==> src/rtl/hdb3_dec.sv <==
`default_nettype none
// ============================================================================
// Module      : hdb3_dec
// Description : HDB3 dual-rail line decoder to NRZ. Removes 000V/B00V
//               substitutions, flags code errors, and reports loss of signal.
// Revision    : 1.0 - initial release
// ============================================================================
module hdb3_dec #(
    parameter int LOS_LEN = 16,
    parameter int ERR_W   = 8
) (
    input  logic             clk,
    input  logic             rst_n,
    input  logic             hdb3_p,
    input  logic             hdb3_n,
    output logic             nrz_out,
    output logic             out_valid,
    output logic             code_err,
    output logic [ERR_W-1:0] err_cnt,
    output logic             los
);

    localparam int                  c_ZRUN_W   = $clog2(LOS_LEN + 1);
    localparam logic [c_ZRUN_W-1:0] c_ZRUN_MAX = c_ZRUN_W'(LOS_LEN);
    localparam logic [c_ZRUN_W-1:0] c_ZRUN_3   = c_ZRUN_W'(3);

    logic [3:0]          r_d;
    logic                r_last_pol;
    logic                r_have_pol;
    logic [c_ZRUN_W-1:0] r_zrun;
    logic [2:0]          r_fill;
    logic                r_code_err;
    logic [ERR_W-1:0]    r_err_cnt;

    logic                w_mark;
    logic                w_illegal;
    logic                w_viol;
    logic                w_zero_hit;
    logic                w_err;
    logic                w_los_rise;
    logic [c_ZRUN_W-1:0] w_zrun_nxt;

    assign w_mark    = hdb3_p ^ hdb3_n;
    assign w_illegal = hdb3_p & hdb3_n;
    assign w_viol    = w_mark & r_have_pol & (hdb3_p == r_last_pol);

    always_comb begin
        w_zrun_nxt = r_zrun;
        if (w_mark) begin
            w_zrun_nxt = '0;
        end else if (r_zrun != c_ZRUN_MAX) begin
            w_zrun_nxt = r_zrun + 1'b1;
        end
    end

    // Fourth empty symbol in a row on a live line can never occur in HDB3.
    assign w_zero_hit = ~w_mark & r_have_pol & ~los & (r_zrun == c_ZRUN_3);
    assign w_err      = w_illegal | (w_viol & (r_d[0] | r_d[1])) | w_zero_hit;
    assign w_los_rise = ~los & (w_zrun_nxt == c_ZRUN_MAX);

    always_ff @(posedge clk or negedge rst_n) begin
        if (!rst_n) begin
            r_d        <= '0;
            r_last_pol <= 1'b0;
            r_have_pol <= 1'b0;
            r_zrun     <= '0;
            r_fill     <= '0;
            r_code_err <= 1'b0;
            r_err_cnt  <= '0;
        end else begin
            // A violation wipes the window: the B three symbols back and the V.
            if (w_viol) begin
                r_d <= '0;
            end else begin
                r_d <= {r_d[2:0], w_mark};
            end

            if (w_los_rise) begin
                r_have_pol <= 1'b0;
            end else if (w_mark && !w_viol) begin
                r_have_pol <= 1'b1;
                r_last_pol <= hdb3_p;
            end

            r_zrun     <= w_zrun_nxt;
            r_code_err <= w_err;

            if (r_fill != 3'd4) begin
                r_fill <= r_fill + 3'd1;
            end

            if (w_err && (r_err_cnt != {ERR_W{1'b1}})) begin
                r_err_cnt <= r_err_cnt + 1'b1;
            end
        end
    end

    assign nrz_out   = r_d[3];
    assign out_valid = (r_fill == 3'd4);
    assign code_err  = r_code_err;
    assign err_cnt   = r_err_cnt;
    assign los       = (r_zrun == c_ZRUN_MAX);

endmodule
`default_nettype wire
==> config.mk <==
export PLATFORM = sky130hd
export DESIGN_NAME = hdb3_dec
export DESIGN_NICKNAME = d
export VERILOG_FILES = /design/src/rtl/hdb3_dec.sv
export SDC_FILE = /design/constraint.sdc
export NUM_CORES = 1
export LEC_CHECK = 0
export CORE_ASPECT_RATIO = 1.5
export CORE_MARGIN = 4
export CORE_UTILIZATION = 52
export DETAILED_ROUTE_END_ITERATION = 8
export HOLD_SLACK_MARGIN = 0.05
export PLACE_DENSITY_LB_ADDON = 0.05
export SLEW_MARGIN = 20
export SYNTH_ARGS = -nofsm -noshare
export SYNTH_HDL_FRONTEND = slang
export SYNTH_SLANG_ARGS = --single-unit
==> constraint.sdc <==
create_clock -name clk -period 2.15 [get_ports clk]
set_input_delay 0.645 -clock clk [delete_from_list [all_inputs] [get_ports clk]]
set_output_delay 0.645 -clock clk [all_outputs]
set_load 0.03 [all_outputs]
Floorplan with the power grid:
Bar = 10 um. Pins as bars on the die edge.
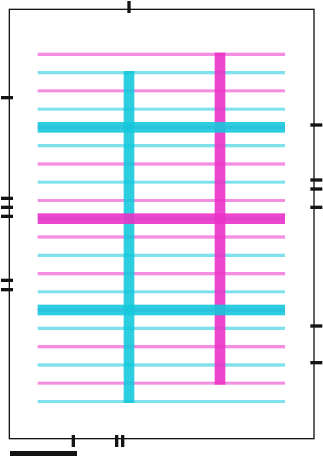
- magenta: VDD
- cyan: VSS
- signal pins: 16
- met5 straps: 3
- met1 rails: 20
- rows: 19
- met4 straps: 2
Die X: 45.1 um
Die Y: 63.7 um

Cell classes on the final placement:
Bar = 10 um.
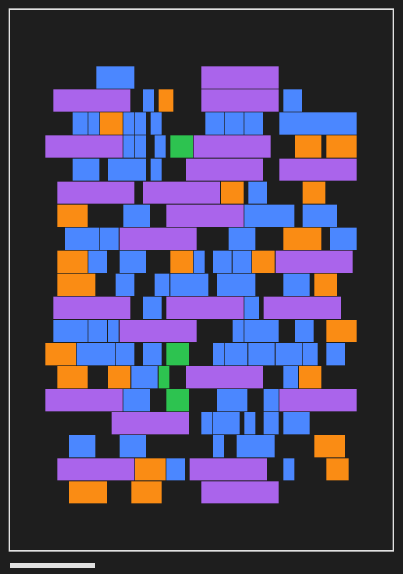
- purple: flip-flops (cells 23)
- blue: all other logic (cells 69)
- orange: other buffers and delay cells (cells 23)
- green: clock drivers and dummy loads (cells 4)
CORE AREA: 0.00190 mm2
Final Util: 70.7%
row count: 19

Clock distribution:
Bar = 10 um.
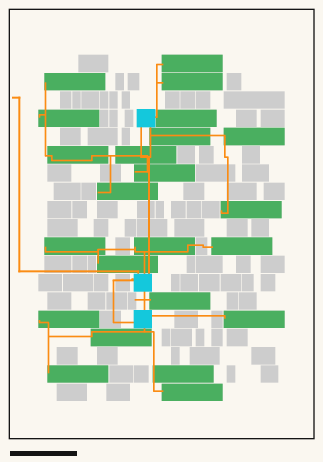
- green: flip-flops (count 23)
- cyan: cells driving clock nets (count 3)
- orange: clock wires (length 262 um)
- routed clock nets: 4
clock share of power: 14.9%
Worst Clk Skew: 0.0108 ns
Clk power: 194 uW

==> out/qor.yml <==
num-fill-cells: 158
ios: 16
swShare_pct: 36.8
nonClkBufAreaFrac_pct: 15.5
ys_sh_aoi_pct: 5.35
synthTopCellsByCount: "dfrtp_1, xnor2_1, nor2_1, ha_1"
drtAntennaViolNets: 0
crit_required_ns: 1.50
yosysWarningCount: 0
final_max_slew_viol_count: 0
reg2reg_setup_slack_ns: 0.35
worst_hold_slack_ns: 0.481
finalSetupViolCount: 0
tool_warnings: 28
lay_top_cells: "dfrtp_1, xnor2_1, clkdlybuf4s50_1, buf_4, nor2_1"
largest_cell_class: "registers"
h-tree-depth: 1
seq-cell-share_pct: 42.8
hold_buffers: 0
port_buffers: 15
crit_path_max_incr_delay_ns: 0.70
grtUsageTotal_pct: 16.2
cts_resized: 5
min_to: "r_d[3]"
avgViaCountPerCell: 5.49
cp-start-kind: "flip-flop"
area_growth_pct: 24.9
fmax_mhz: 477
avgSynthCellArea_um2: 11.4
grtUsageMet2_pct: 27.0
yosysSeqAreaShare_pct: 53.5
hp-start: "r_d[2]"
crit_cells: 1
logic_area_um2: 488
diodes: 0
worst_r2r_path_depth: 6
slowest_stage: "clkdlybuf4s50_1"
power.switching_uw: 478
yosys_area_mm2: 0.00108
tns_ns: 0
buffers_excl_clock: 23
rsz0062_at_grt: "false"
holdPathStages: 1
largest_area_cell: "dfrtp_1"
grt_use_met1_pct: 18.7
maxPowerGroup: "registers"
clk-insertion-delay-late_ns: 0.31
max_slew_margin_pct: 77.8
crit_path_end_kind: "output port"
run_status: "finished clean"
worst_slew_pin_slew_ns: 0.333
fp_util_pct: 56.6
cts_buffers: 3
dp_slack_ns: -0.452
largest_reg_flops: 8
internal_power_uw: 820
synthMuxAreaShare_pct: 4.07
xor_share_pct: 9.77
simple_gate_area_share_pct: 17.1
cp_max_fo: 4
clkbuf_count: 4
postSynthCellCount: 94
top_usage_layer: "met2"
fin_cells: 140
hpwl_um: 1450
top_logic_kind: "simple AND/OR/NAND/NOR gates"
topCellsByArea: "dfrtp_1, xnor2_1, ha_1"
cp-startpoint: "err_cnt[4]"
top_layer: "met4"
flop_area_um2: 576
grt_overflow: 0
hold_class: "flip-flop to flip-flop"
ys_types: 28
power_frac_seq_pct: 47.0
drtIter0Drc: 13
most_common_cell: "dfrtp_1"
met3_usage_pct: 1.99
finalClockPeriodUsage_pct: 97.5
path_cells: "clkdlybuf4s50_1"
route.detailed.drc: 0
dp_cells: 136
final_common_cell: "dfrtp_1"
comb_power_uw: 494
arrival_ns: 1.45
p_seq_uw: 610
syn-num-nets: 104
m1WireLength_um: 789
power.density_mw_per_mm2: 966
leakage_uw: 0.000616
tritoncts: "yes"
routed_wirelength_um: 1940
edf_count: 0
place_area_mm2: 0.00129
synthAdderAreaFrac_pct: 6.98
wl_met3_um: 69
taps: 21
drtPass1Iterations: 5
wl_per_cell_um: 13.8
post-cts-setup-buffers: 0
clockNetworkAreaShare_pct: 1.96
nets: 130
grt_first_pass_wirelength_um: 3480
hold_viol_final: 0
ir_worst_vdd_mv: 0.839
synth_area_mm2: 0.00108
antenna_found_initial: 0
nNonClkInverters: 5
report.power.total_uw: 1300
drive_above_1_share_pct: 18.5
r2r_start: "r_zrun[1]"
fin_area_mm2: 0.00134
crit_type: "flip-flop to output port"
clockBufferDepth: 2
cap_violations: 0
flop_cell: "dfrtp_1"
Power and IR drop assume default switching activity.
